**config.mk**
```make
export PLATFORM = sky130hd
export DESIGN_NAME = keypad_scan_ctrl
export DESIGN_NICKNAME = d
export VERILOG_FILES = /design/src/rtl/keypad_scan_ctrl.sv
export SDC_FILE = /design/constraint.sdc
export NUM_CORES = 1
export LEC_CHECK = 0
export ABC_AREA = 1
export CAP_MARGIN = 20
export CORE_UTILIZATION = 61
export CTS_BUF_LIST = sky130_fd_sc_hd__clkbuf_8 sky130_fd_sc_hd__clkbuf_16
export DETAILED_ROUTE_END_ITERATION = 6
export PLACE_DENSITY = 0.89
export SETUP_SLACK_MARGIN = 0.15
export SLEW_MARGIN = 15
export SYNTH_ARGS = -nofsm -noshare
export SYNTH_HDL_FRONTEND = slang
export SYNTH_SLANG_ARGS = --single-unit
```
**constraint.sdc**
```tcl
create_clock -name clk -period 2.4 [get_ports clk]
set_input_delay 0.72 -clock clk [delete_from_list [all_inputs] [get_ports clk]]
set_output_delay 0.72 -clock clk [all_outputs]
set_load 0.01 [all_outputs]
```
**src/rtl/keypad_scan_ctrl.sv**
```systemverilog
// ---------------------------------------------------------------------------
// keypad_scan_ctrl
//
// Scan controller for a 4x4 active-low matrix keypad. A free-running divider
// produces a one-cycle scan tick. On each tick the controller samples the
// synchronized rows for the column it is driving. Presses and releases are
// debounced over DEBOUNCE_TICKS consecutive tick samples. Each accepted press
// is offered downstream as a raw {row, col} index over a valid/ready handshake.
//
// Ports
//   clk        system clock
//   rst        asynchronous reset, active low
//   row_in     keypad rows, active low, asynchronous to clk
//   col_out    keypad columns, active low, exactly one bit low
//   key_code   raw key index {row[1:0], col[1:0]}
//   key_valid  key_code holds a key that has not been accepted yet
//   key_ready  consumer accepts key_code when key_valid && key_ready
//   key_held   a debounced key is currently pressed
//   overrun    a new key was dropped because the previous one was pending
// ---------------------------------------------------------------------------
module keypad_scan_ctrl #(
    parameter int CLK_HZ         = 27000000,
    parameter int SCAN_HZ        = 1000,
    parameter int DEBOUNCE_TICKS = 8
) (
    input  logic       clk,
    input  logic       rst,
    input  logic [3:0] row_in,
    output logic [3:0] col_out,
    output logic [3:0] key_code,
    output logic       key_valid,
    input  logic       key_ready,
    output logic       key_held,
    output logic       overrun
);

    localparam int TICK_DIV = CLK_HZ / SCAN_HZ;
    localparam int TW       = (TICK_DIV > 1) ? $clog2(TICK_DIV) : 1;
    localparam int DW       = $clog2(DEBOUNCE_TICKS + 1);

    typedef enum logic [1:0] {
        ST_SCAN,
        ST_DEBOUNCE,
        ST_REPORT,
        ST_HOLD
    } state_e;

    state_e         state_q, state_d;
    logic [TW-1:0]  tick_cnt_q, tick_cnt_d;
    logic [3:0]     row_meta_q, row_s_q;
    logic [1:0]     col_idx_q, col_idx_d;
    logic [1:0]     r_q, r_d;
    logic [1:0]     c_q, c_d;
    logic [DW-1:0]  deb_cnt_q, deb_cnt_d;
    logic [3:0]     key_code_q, key_code_d;
    logic           key_valid_q, key_valid_d;
    logic           key_held_q, key_held_d;
    logic           overrun_q, overrun_d;

    logic           tick;
    logic           rows_idle;
    logic [1:0]     low_row;
    logic [DW-1:0]  deb_inc;
    logic           deb_done;

    // ------------------------------------------------------------------
    // Tick generator: free-runs regardless of FSM state.
    // ------------------------------------------------------------------
    assign tick       = (tick_cnt_q == TW'(TICK_DIV - 1));
    assign tick_cnt_d = tick ? '0 : tick_cnt_q + TW'(1);

    // ------------------------------------------------------------------
    // Row decode helpers, all on the synchronized rows.
    // ------------------------------------------------------------------
    assign rows_idle = &row_s_q;

    // When several rows are low on the driven column, the lowest row wins.
    always_comb begin
        if (!row_s_q[0])      low_row = 2'd0;
        else if (!row_s_q[1]) low_row = 2'd1;
        else if (!row_s_q[2]) low_row = 2'd2;
        else                  low_row = 2'd3;
    end

    assign deb_inc  = deb_cnt_q + DW'(1);
    assign deb_done = (deb_inc == DW'(DEBOUNCE_TICKS));

    // ------------------------------------------------------------------
    // Next-state / output logic
    // ------------------------------------------------------------------
    always_comb begin
        state_d     = state_q;
        col_idx_d   = col_idx_q;
        r_d         = r_q;
        c_d         = c_q;
        deb_cnt_d   = deb_cnt_q;
        key_code_d  = key_code_q;
        key_valid_d = key_valid_q;
        key_held_d  = key_held_q;
        overrun_d   = overrun_q;

        // Consumer handshake; the REPORT load below overrides this when
        // both happen in the same cycle.
        if (key_valid_q && key_ready) begin
            key_valid_d = 1'b0;
            overrun_d   = 1'b0;
        end

        unique case (state_q)
            ST_SCAN: begin
                if (tick) begin
                    if (rows_idle) begin
                        col_idx_d = col_idx_q + 2'd1;
                    end else begin
                        // This sample counts as the first stable one, so
                        // the counter starts at 1 and the column is held.
                        r_d       = low_row;
                        c_d       = col_idx_q;
                        deb_cnt_d = DW'(1);
                        state_d   = (DEBOUNCE_TICKS == 1) ? ST_REPORT : ST_DEBOUNCE;
                    end
                end
            end

            ST_DEBOUNCE: begin
                if (tick) begin
                    if (!row_s_q[r_q]) begin
                        deb_cnt_d = deb_inc;
                        if (deb_done) state_d = ST_REPORT;
                    end else begin
                        // Bounce: drop the candidate and move on.
                        deb_cnt_d = '0;
                        col_idx_d = col_idx_q + 2'd1;
                        state_d   = ST_SCAN;
                    end
                end
            end

            ST_REPORT: begin
                deb_cnt_d  = '0;
                key_held_d = 1'b1;
                state_d    = ST_HOLD;
                if (!key_valid_q || key_ready) begin
                    key_code_d  = {r_q, c_q};
                    key_valid_d = 1'b1;
                    overrun_d   = overrun_q;
                end else begin
                    // Pending key is kept intact; the new one is lost.
                    overrun_d = 1'b1;
                end
            end

            ST_HOLD: begin
                // Release needs consecutive all-high ticks; any low row
                // (the held key or another key) restarts the count.
                if (tick) begin
                    if (rows_idle) begin
                        deb_cnt_d = deb_inc;
                        if (deb_done) begin
                            deb_cnt_d  = '0;
                            key_held_d = 1'b0;
                            col_idx_d  = col_idx_q + 2'd1;
                            state_d    = ST_SCAN;
                        end
                    end else begin
                        deb_cnt_d = '0;
                    end
                end
            end

            default: state_d = ST_SCAN;
        endcase
    end

    // ------------------------------------------------------------------
    // Registers
    // ------------------------------------------------------------------
    always_ff @(posedge clk or negedge rst) begin
        if (!rst) begin
            state_q     <= ST_SCAN;
            tick_cnt_q  <= '0;
            row_meta_q  <= 4'b1111;
            row_s_q     <= 4'b1111;
            col_idx_q   <= 2'd0;
            r_q         <= 2'd0;
            c_q         <= 2'd0;
            deb_cnt_q   <= '0;
            key_code_q  <= 4'd0;
            key_valid_q <= 1'b0;
            key_held_q  <= 1'b0;
            overrun_q   <= 1'b0;
        end else begin
            state_q     <= state_d;
            tick_cnt_q  <= tick_cnt_d;
            row_meta_q  <= row_in;
            row_s_q     <= row_meta_q;
            col_idx_q   <= col_idx_d;
            r_q         <= r_d;
            c_q         <= c_d;
            deb_cnt_q   <= deb_cnt_d;
            key_code_q  <= key_code_d;
            key_valid_q <= key_valid_d;
            key_held_q  <= key_held_d;
            overrun_q   <= overrun_d;
        end
    end

    // Column drive decodes straight from the register, so reset reaches
    // the pins without waiting for a clock.
    assign col_out   = ~(4'b0001 << col_idx_q);
    assign key_code  = key_code_q;
    assign key_valid = key_valid_q;
    assign key_held  = key_held_q;
    assign overrun   = overrun_q;

endmodule

```
### Cell outlines without signal wires

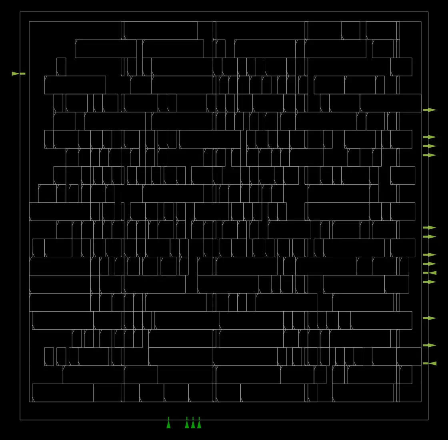
inserted tap cell count: 46
flop share of the area: 42.3%
count of flip-flops and latches: 42

### Nets reached from selected ports

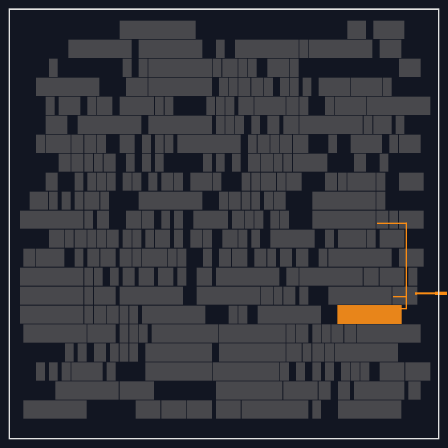
overrun -> orange  # bits 1, direction output, edge right, end cells 1, wire 22.0 µm

==> changes_impl.md <==
## Implementation

* Outcome: finished, final reports clean
* Post-synth tally of flip-flops with integrated enable at 0
* Global routing usage summed across all routing layers at 24.1%
* Via density at between 5 and 6
* Placed wire-length estimate at between 2000 and 3000 µm
* Sequential element share of the synthesized area at between 40% and 50%
* Fraction of synthesis flops using an asynchronous set or reset pin at 100%
* Remaining DRCs at 0
* Fin util at 74.7%
* Fraction of power spent switching nets at around a fifth
* Worst max-slew margin expressed relative to the limit at approximately two thirds
* Met2 WL post-DR at a little over 2000 µm
* Drt initial violations at between 80 and 90
* Final setup fails at 0
* Fin. Hold Viols at 0
* Insertion delay at the late pin of the worst-skew pair at roughly 300 ps
* Net switching power at between 200 and 300 µW
* Data arrival time of the critical path at roughly 1400 ps
* Wire length of the first global-routing pass at between 6000 and 7000 µm
* Total wire length after detailed routing at between 3000 and 4000 µm
* Average cell area after synthesis at between 8 and 9 µm²
* Fin crit share at ~90%
* Number of nets in the synthesized netlist at about 280
* Combinational group share of total power at 2.5%
* Via count of the first global-routing pass at 1,635
* Sequential share of power at between 50% and 60%
* Cells after synthesis at around 270
* Width of the die at between 60 and 70 µm
* Total die size at between 3000 and 4000 µm²
* Clock period minus worst slack at roughly 2100 ps
* Warning total across the stage logs at 30
* Placeable core region at ~3400 µm²
* Number of clock sinks at ~42
* Floorplan Utilization at 63.8%
* Static Leak at about 1.2 nW
* Startpoint type of the worst setup path: register
* Post-synthesis cell type count at 28
* # port buffers at 17
* Top logic cells by instance count in the layout: 68 x nand2_1, 40 x inv_1, 34 x dfrtp_1
* Slowest stage cell on the critical path: dfrtp_1
* Count of synthesis-stage warnings from yosys at 0
* Worst-case reg-to-reg path depth at 8
* Overall via count from detail_route at roughly 1,800
* Leading register cell type out of synthesis: dfrtp_1
* Area of the mapped netlist at 2150 µm²
* Final Slew Violations at 0
* Boundary Pins at 18
* Count of hold buffers inserted by post-cts repair at 0
* Worst r2r src: tick_cnt_q[0]
* Final antenna-violating net count at 0
* Critical path's largest stage delay at between 400 and 500 ps
* Top Layer Used: met4
* Largest net degree at the start of global routing at 23
* Required time at the endpoint of the critical path at 1680 ps
* Clock power frac at a little over two fifths
* Cell-by-cell listing of the critical path: buf_4, inv_2, ha_1, inv_1, dlygate4sd2_1
* Total cells reported by yosys after synthesis at 266
* Category of the most critical setup path: reg -> out
* Fraction of layout cells with a size suffix above 1 at between 10% and 20%
* Maximum capacitance violations at 0
* Power density over the cells at roughly 530 nW/µm²
* Number of flip-flops and latches in the synthesized netlist at about 42
* Worst clock skew on the final layout at around 7.8 ps
* Clock transition at path regs at approximately 80 ps
* Hold WC Path Type: reg -> reg
* Antenna diodes at 0
* Max frequency at roughly 480 MHz
* First element of the critical path: col_idx_q[0]
* Cell Int Power at between 1 and 1.5 mW
* Clock Tree Root: clkbuf_8
* Most frequently placed logic cell in the final layout: nand2_1
* IR drop worst, VDD at between 500 and 600 µV
[Yosys cell counts, types with 2 or more instances]
master	count	area share, %
ha_1	6	3.5
nand2_2	3	0.87
inv_1	41	7.2
nand4_1	7	2.0
o21ai_1	6	1.4
a21oi_1	6	1.4
mux2_2	2	1.0
nand3_1	19	4.4
nor2_2	6	1.7
dfrtp_1	34	40
o21ai_0	9	2.1
nand3_2	2	0.93
nor3_1	4	0.93
nor2_1	28	4.9
dfstp_2	8	9.8
nor2_4	2	1.0
nand2_1	68	12
xor2_1	4	1.6
inv_2	2	0.35
[per-layer routing]
layer / vias up / GRT usage (%)
li1: 889 / -
met1: 822 / 26.2
met2: 40 / 44.3
met3: 4 / 6.51
met4: 0 / 9.74
met5: - / 0
[path summary, 6_finish.rpt]
path | to | slack, ps
max in group asynchronous | row_meta_q[2] | 1470
hold reg to reg | row_s_q[2] | 350
hold / removal | row_s_q[2] | 350
min in group asynchronous | tick_cnt_q[10] | 370
setup / recovery | col_out[2] | 300
setup reg to reg | col_idx_q[1] | 770
[power by group through the flow]
stage	Clock (mW)	Sequential, mW	Combinational [mW]
2_1_floorplan	0	0.735	0.00597
3_3_place_gp	0	0.736	0.0332
3_5_place_dp	0	0.736	0.0338
4_1_cts	0.573	0.722	0.0340
5_1_grt	0.595	0.723	0.0378
6_report	0.564	0.722	0.0327
[cells by family after synthesis]
family / after synthesis / synth area share [%]
fa+ha+maj: 6 / 3.50
flops: 42 / 49.4
compound gates: 24 / 5.94
mux: 2 / 1.05
xor+xnor: 4 / 1.63
buf+inv: 45 / 7.98
simple gates: 143 / 30.5
[worst max-delay path, delay by kind of cell (launching register included)]
| family | cells | cell delay, ps |
|---|---|---|
| buf+inv | 4 | 530 |
| flops | 1 | 410 |
| fa+ha+maj | 1 | 150 |
[sequential cells by signal, indices dropped and copies added, names as in the netlist, named ones only]
register / flops
key_held: 1
c_q: 2
row_meta_q: 4
key_valid: 1
key_code: 4
deb_cnt_q: 4
row_s_q: 4
tick_cnt_q: 15
overrun: 1
state_q: 1
r_q: 2
col_idx_q: 2
[metrics by stage]
stage | power [mW] | setup WS, ps | hold WS [ps] | cells | area [µm²]
floorplan | 0.741 | 907 | 345 | 266 | 2150
global placement | 0.769 | 454 | 345 | 329 | 2380
detailed placement | 0.770 | 367 | 347 | 329 | 2380
CTS | 1.33 | 138 | 351 | 338 | 2500
global route | 1.36 | 215 | 357 | 339 | 2510
finish | 1.32 | 298 | 352 | 339 | 2510
[repair_timing]
item	4_1_cts	5_1_grt
setup endpoints to repair	3	1
buffers inserted	1	1
resized	4	1
[final cells by class]
type	count	area [µm²]
sequential	42	1060
multi-input combinational	179	915
inverter	44	166
fill	258	852
clock inverter	3	43.8
tap	46	57.6
timing repair buffer	20	199
clock buffer	5	68.8
No activity file was given, so power comes from the tool's default toggle rates.
